File: src/rtl/blkram_copy.sv
// Word-by-word RAM-to-RAM copy engine: read one source word, write it to the destination, repeat.
// Optional fill mode (write a constant, no reads) is enabled by defining BLKCOPY_FILL_EN.
module blkram_copy (
    input  logic        clk,
    input  logic        resetn,
    input  logic        start,
    input  logic [11:0] src_addr,
    input  logic [11:0] dst_addr,
    input  logic [11:0] len,
`ifdef BLKCOPY_FILL_EN
    input  logic        fill,
    input  logic [31:0] fill_data,
`endif
    output logic        busy,
    output logic        done,
    output logic        mem_select,
    output logic        mem_rd,
    output logic [3:0]  mem_we,
    output logic [11:0] mem_addr,
    output logic [31:0] mem_wdata,
    input  logic [31:0] mem_rdata
);

    typedef enum logic [1:0] {IDLE, RD, WR, FIN} state_t;

    state_t      state;
    logic [11:0] src;
    logic [11:0] dst;
    logic [11:0] cnt;
    logic        fill_q;
    logic [31:0] fill_word;

    always_ff @(posedge clk) begin
        if (!resetn) begin
            state     <= IDLE;
            src       <= '0;
            dst       <= '0;
            cnt       <= '0;
            fill_q    <= 1'b0;
            fill_word <= '0;
        end else begin
            case (state)
                IDLE: begin
                    if (start) begin
                        if (len != 12'd0) begin
                            src   <= src_addr;
                            dst   <= dst_addr;
                            cnt   <= len;
`ifdef BLKCOPY_FILL_EN
                            fill_q    <= fill;
                            fill_word <= fill_data;
                            state     <= fill ? WR : RD;
`else
                            fill_q    <= 1'b0;
                            fill_word <= '0;
                            state     <= RD;
`endif
                        end else begin
                            state <= FIN;
                        end
                    end
                end
                RD: state <= WR;
                WR: begin
                    // Addresses wrap modulo 4096 by plain 12-bit overflow.
                    src <= src + 12'd1;
                    dst <= dst + 12'd1;
                    cnt <= cnt - 12'd1;
                    if (cnt == 12'd1) state <= FIN;
                    else              state <= fill_q ? WR : RD;
                end
                default: state <= IDLE;
            endcase
        end
    end

    // Outputs are forced low while resetn is held so an abort suppresses the in-flight write.
    always_comb begin
        busy       = 1'b0;
        done       = 1'b0;
        mem_select = 1'b0;
        mem_rd     = 1'b0;
        mem_we     = 4'h0;
        mem_addr   = '0;
        mem_wdata  = '0;
        if (resetn) begin
            case (state)
                RD: begin
                    busy       = 1'b1;
                    mem_select = 1'b1;
                    mem_rd     = 1'b1;
                    mem_addr   = src;
                end
                WR: begin
                    busy       = 1'b1;
                    mem_select = 1'b1;
                    mem_we     = 4'hF;
                    mem_addr   = dst;
                    mem_wdata  = fill_q ? fill_word : mem_rdata;
                end
                FIN: done = 1'b1;
                default: ;
            endcase
        end
    end

endmodule
File: config.mk
export PLATFORM = sky130hd
export DESIGN_NAME = blkram_copy
export DESIGN_NICKNAME = d
export VERILOG_FILES = /design/src/rtl/blkram_copy.sv
export SDC_FILE = /design/constraint.sdc
export NUM_CORES = 1
export LEC_CHECK = 0
export ABC_CLOCK_PERIOD_IN_PS = 2600
export CAP_MARGIN = 25
export CORE_AREA = 2 2 95 97
export CTS_CLUSTER_SIZE = 16
export DETAILED_ROUTE_END_ITERATION = 16
export DIE_AREA = 0 0 97 99
export HOLD_SLACK_MARGIN = 0.15
export PLACE_DENSITY = 0.77
export SYNTH_ARGS = -nofsm -noshare
export SYNTH_HDL_FRONTEND = slang
export SYNTH_SLANG_ARGS = --single-unit
File: constraint.sdc
create_clock -name clk -period 2.6 [get_ports clk]
set_input_delay 0.52 -clock clk [delete_from_list [all_inputs] [get_ports clk]]
set_output_delay 0.52 -clock clk [all_outputs]
set_load 0.01 [all_outputs]
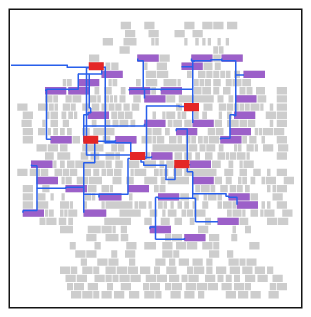
Figure 1: clock network drawn from the DEF.
Drawn at 3 px/um.
blue -> clock wires  # length 597 um
red -> cells driving clock nets  # count 5
purple -> flip-flops  # count 38
routed clock nets = 6
final setup skew: 0.00367 ns
latest clock arrival within the worst-skew pair: 0.30 ns

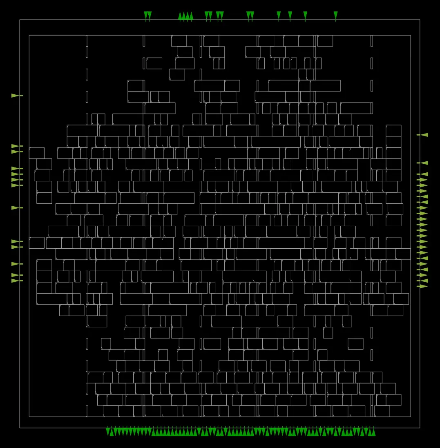
Figure 2: placed standard cells.
number of placement rows: 34
final-layout fill cell count: 841
floorplan core area: 8550 sq um

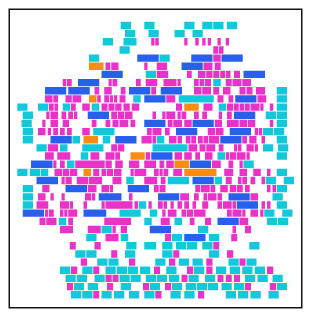
Figure 3: placed cells, one color a class.
Drawn at 3 px/um.
magenta -> all other logic  # cells 316
orange -> clock drivers and dummy loads  # cells 8
blue -> flops  # cells 38
cyan -> other buffers and delay cells  # cells 150
post-layout instance area: 4560 sq um
Layout Utilization: 0.534
fraction of standard cell area that is sequential: 0.167

==> impl_summary.log <==
[report] extracting results
[metrics] Ant. Diodes: 0
[metrics] number of CTS-inserted buffers: 5
[metrics] most frequent cells after synthesis: sky130_fd_sc_hd__a21oi_1 (40), sky130_fd_sc_hd__dfxtp_1 (38), sky130_fd_sc_hd__and3_1 (36)
[metrics] Worst Tran Pin Value: 0.545 ns
[metrics] Starting DRT DRC Count: 195
[metrics] Hold/Removal Path Class: flop to flop
[metrics] final number of setup-violating endpoints: 0
[metrics] starting density of the core: 0.341
[metrics] Synth-to-Final Area Change: 56.3%
[metrics] async set-reset flop share out of synthesis: 0
[metrics] number of nets produced by synthesis: 476
[metrics] count of hold buffers inserted by post-cts repair: 0
[metrics] predominant post-synthesis flop cell: sky130_fd_sc_hd__dfxtp_1
[metrics] max_slew headroom: 0.637
[metrics] worst hold start: src[11]
[metrics] max-cap viol count: 0
[metrics] combined area of the multi-input logic cells: 1960 sq um
[metrics] number of H-tree levels: 2
[metrics] placer's final routability congestion estimate: 0.935
[metrics] Max FO, Critical Path: 13
[metrics] most used standard cell by instance count after synthesis: sky130_fd_sc_hd__a21oi_1
[metrics] synthesis area per yosys: 2920 sq um
[metrics] number of nets with antenna violations after detailed routing: 0
[metrics] CP Capture Type: output pin
[metrics] worst hold path stage count: 2
[metrics] CP arrival: 2.02 ns
[metrics] static leakage: 1.82 nW
[metrics] Hold Path Sink: src[11]
[metrics] total global routing track utilization: 0.204
[metrics] worst setup slack for register-to-register paths: 0.46 ns
[metrics] share of synthesized area occupied by flip-flops and latches: 0.261
[metrics] most frequently placed logic cells in the final layout: sky130_fd_sc_hd__clkdlybuf4s50_1 (121), sky130_fd_sc_hd__a21oi_1 (40), sky130_fd_sc_hd__and3_1 (36), sky130_fd_sc_hd__dfxtp_1 (36), sky130_fd_sc_hd__nand2_1 (33)
[metrics] Top delay family on crit path: buffers and inverters
[metrics] flops out of synthesis: 38
[metrics] number of unique standard cell types used by synthesis: 49
[metrics] largest net degree at the start of global routing: 52
[metrics] critical-path cell list: inv_1 > ha_1 > nand2_4 > nor2_1 > clkdlybuf4s50_1
[metrics] number of hold-slack violations in the final timing report: 0
[metrics] yosys cell count: 396
[metrics] first-pass GRT wire length: 16500 um
[metrics] biggest area contributors in the synthesized netlist: sky130_fd_sc_hd__dfxtp_1 (26%), sky130_fd_sc_hd__and3_1 (7.7%), sky130_fd_sc_hd__a21oi_1 (6.9%)
[metrics] Peak supply drop: 0.583 mV
[metrics] via count: 3511
[metrics] power density cells: 924 nW/um^2
[metrics] crit path kind: flop to output pin
[metrics] Max Root-Sink Buffers: 2
[metrics] crit path buf inv count: 2
[metrics] antenna violations before repair: 0
[metrics] share of Yosys cell area claimed by the top area cell type: 0.261
[metrics] number of flops mapped to enable cells by yosys: 0
[metrics] launch point of the worst path: state[1]
[metrics] final slew viol count: 0
[metrics] # IOs: 123
[metrics] clock tree root buffer cell: sky130_fd_sc_hd__clkbuf_8
[metrics] post-CTS setup buffer count: 0
[metrics] worst r2r src: state[0]
[metrics] peak per-stage delay on the critical path: 0.57 ns
[metrics] fraction of the cycle the final worst path needs: 0.978
[metrics] mean area per synthesized cell: 7.37 sq um
[metrics] clock tree from TritonCTS: yes
[metrics] NumNets Final: 591
[metrics] critical path launch point type: flop
[metrics] termination of the worst setup path: mem_addr[0]
[metrics] vias in the first global route: 3347
[metrics] number of design rule violations left after detail routing: 0
[metrics] outcome: finished, final reports clean
[metrics] cells on worst reg2reg path: 9
[metrics] aggregate global routing overflow: 0
[metrics] Cell Area, Synth: 2920 sq um
[metrics] overall die height: 99 um
[metrics] tightest hold margin: 0.487 ns
[metrics] Horiz. Die Dim: 97 um
[metrics] total power draw: 0.00422 W
[metrics] chip area: 9600 sq um
[metrics] library cell with the largest summed area after synthesis: sky130_fd_sc_hd__dfxtp_1
[metrics] clock-pin transition on the worst setup and hold timing paths: 0.08 ns
[metrics] count of mapped cells out of synthesis: 396
[metrics] WL final: 10300 um
[metrics] capturing point of the worst reg2reg path: dst[6]
[metrics] total number of cells along the worst setup path: 5
[metrics] detailed-router iteration count before antenna repair: 5
[metrics] minimum clock period after layout: 2.54 ns
[metrics] Num Clock Sinks: 38
[metrics] OpenROAD warning count: 31
[metrics] PortBufs: 122
[metrics] most instantiated logic cell after routing: sky130_fd_sc_hd__clkdlybuf4s50_1
[metrics] post-DR wirelength/cell: 16.6 um
[metrics] achievable frequency: 393 MHz
[metrics] Sequential Area: 763 sq um
[metrics] Yosys warnings: 0
[metrics] required time at the endpoint of the critical path: 2.08 ns
[metrics] standard cell with the maximum stage delay on the critical path: sky130_fd_sc_hd__clkdlybuf4s50_1
[metrics] detailed-placement wirelength estimate: 7050 um
[metrics] detail-routed via count per cell: 5.66
[metrics] layout cell share with drive strength beyond 1: 0.0918
## metrics by stage
stage	setup WS [ns]	std cells	instance area, sq um	setup TNS, ns
6_report	0.0582	620	4560	0
2_1_floorplan	0.383	396	2920	0
3_5_place_dp	-0.0968	610	4340	-1.22
4_1_cts	0.00205	620	4530	0
3_3_place_gp	-0.00959	610	4340	-0.00959
5_1_grt	-0.00665	620	4560	-0.00933
## power breakdown
group | leakage [nW] | total, W | internal, W | switching (W)
clock network | 0.0504 | 0.000528 | 0.000286 | 0.000243
registers | 0.313 | 0.00104 | 0.000785 | 0.000258
logic | 1.46 | 0.00265 | 0.00130 | 0.00134
total | 1.82 | 0.00422 | 0.00237 | 0.00184
## routing by layer
layer  GRT usage  vias up  part of all wire
li1            -     1707                 -
met3      0.0340       19             0.058
met2       0.353      139              0.50
met5           0        -                 0
met1       0.261     1646              0.42
met4      0.0650        0             0.017
## layout make-up
| cell class | count | share of cell area |
|---|---|---|
| clock buffers | 5 | 0.0151 |
| clock inverters | 3 | 0.00987 |
| inverters | 14 | 0.0115 |
| multi-input cells | 302 | 0.430 |
| flip-flops and latches | 38 | 0.167 |
| well taps | 108 | 0.0296 |
| repair buffers | 150 | 0.337 |
## state kept, by name (all words and copies together) (netlist names)
signal / flops
dst: 12
state: 2
src: 12
cnt: 12
## what timing repair did
item                                    4_1_cts  5_1_grt
endpoints found under the setup margin       18       50
gates cloned                                  2        0
gates resized                                 2        8
## logic make-up after synthesis
logic type | share of synthesized area
muxes | 0.0253
AOI/OAI and AO/OA | 0.306
DFF | 0.261
buffers and inverters | 0.0789
adders and majority gates | 0.0386
and+or+nand+nor | 0.291
Power figures rest on the tool's default switching activity, not on a simulated workload.
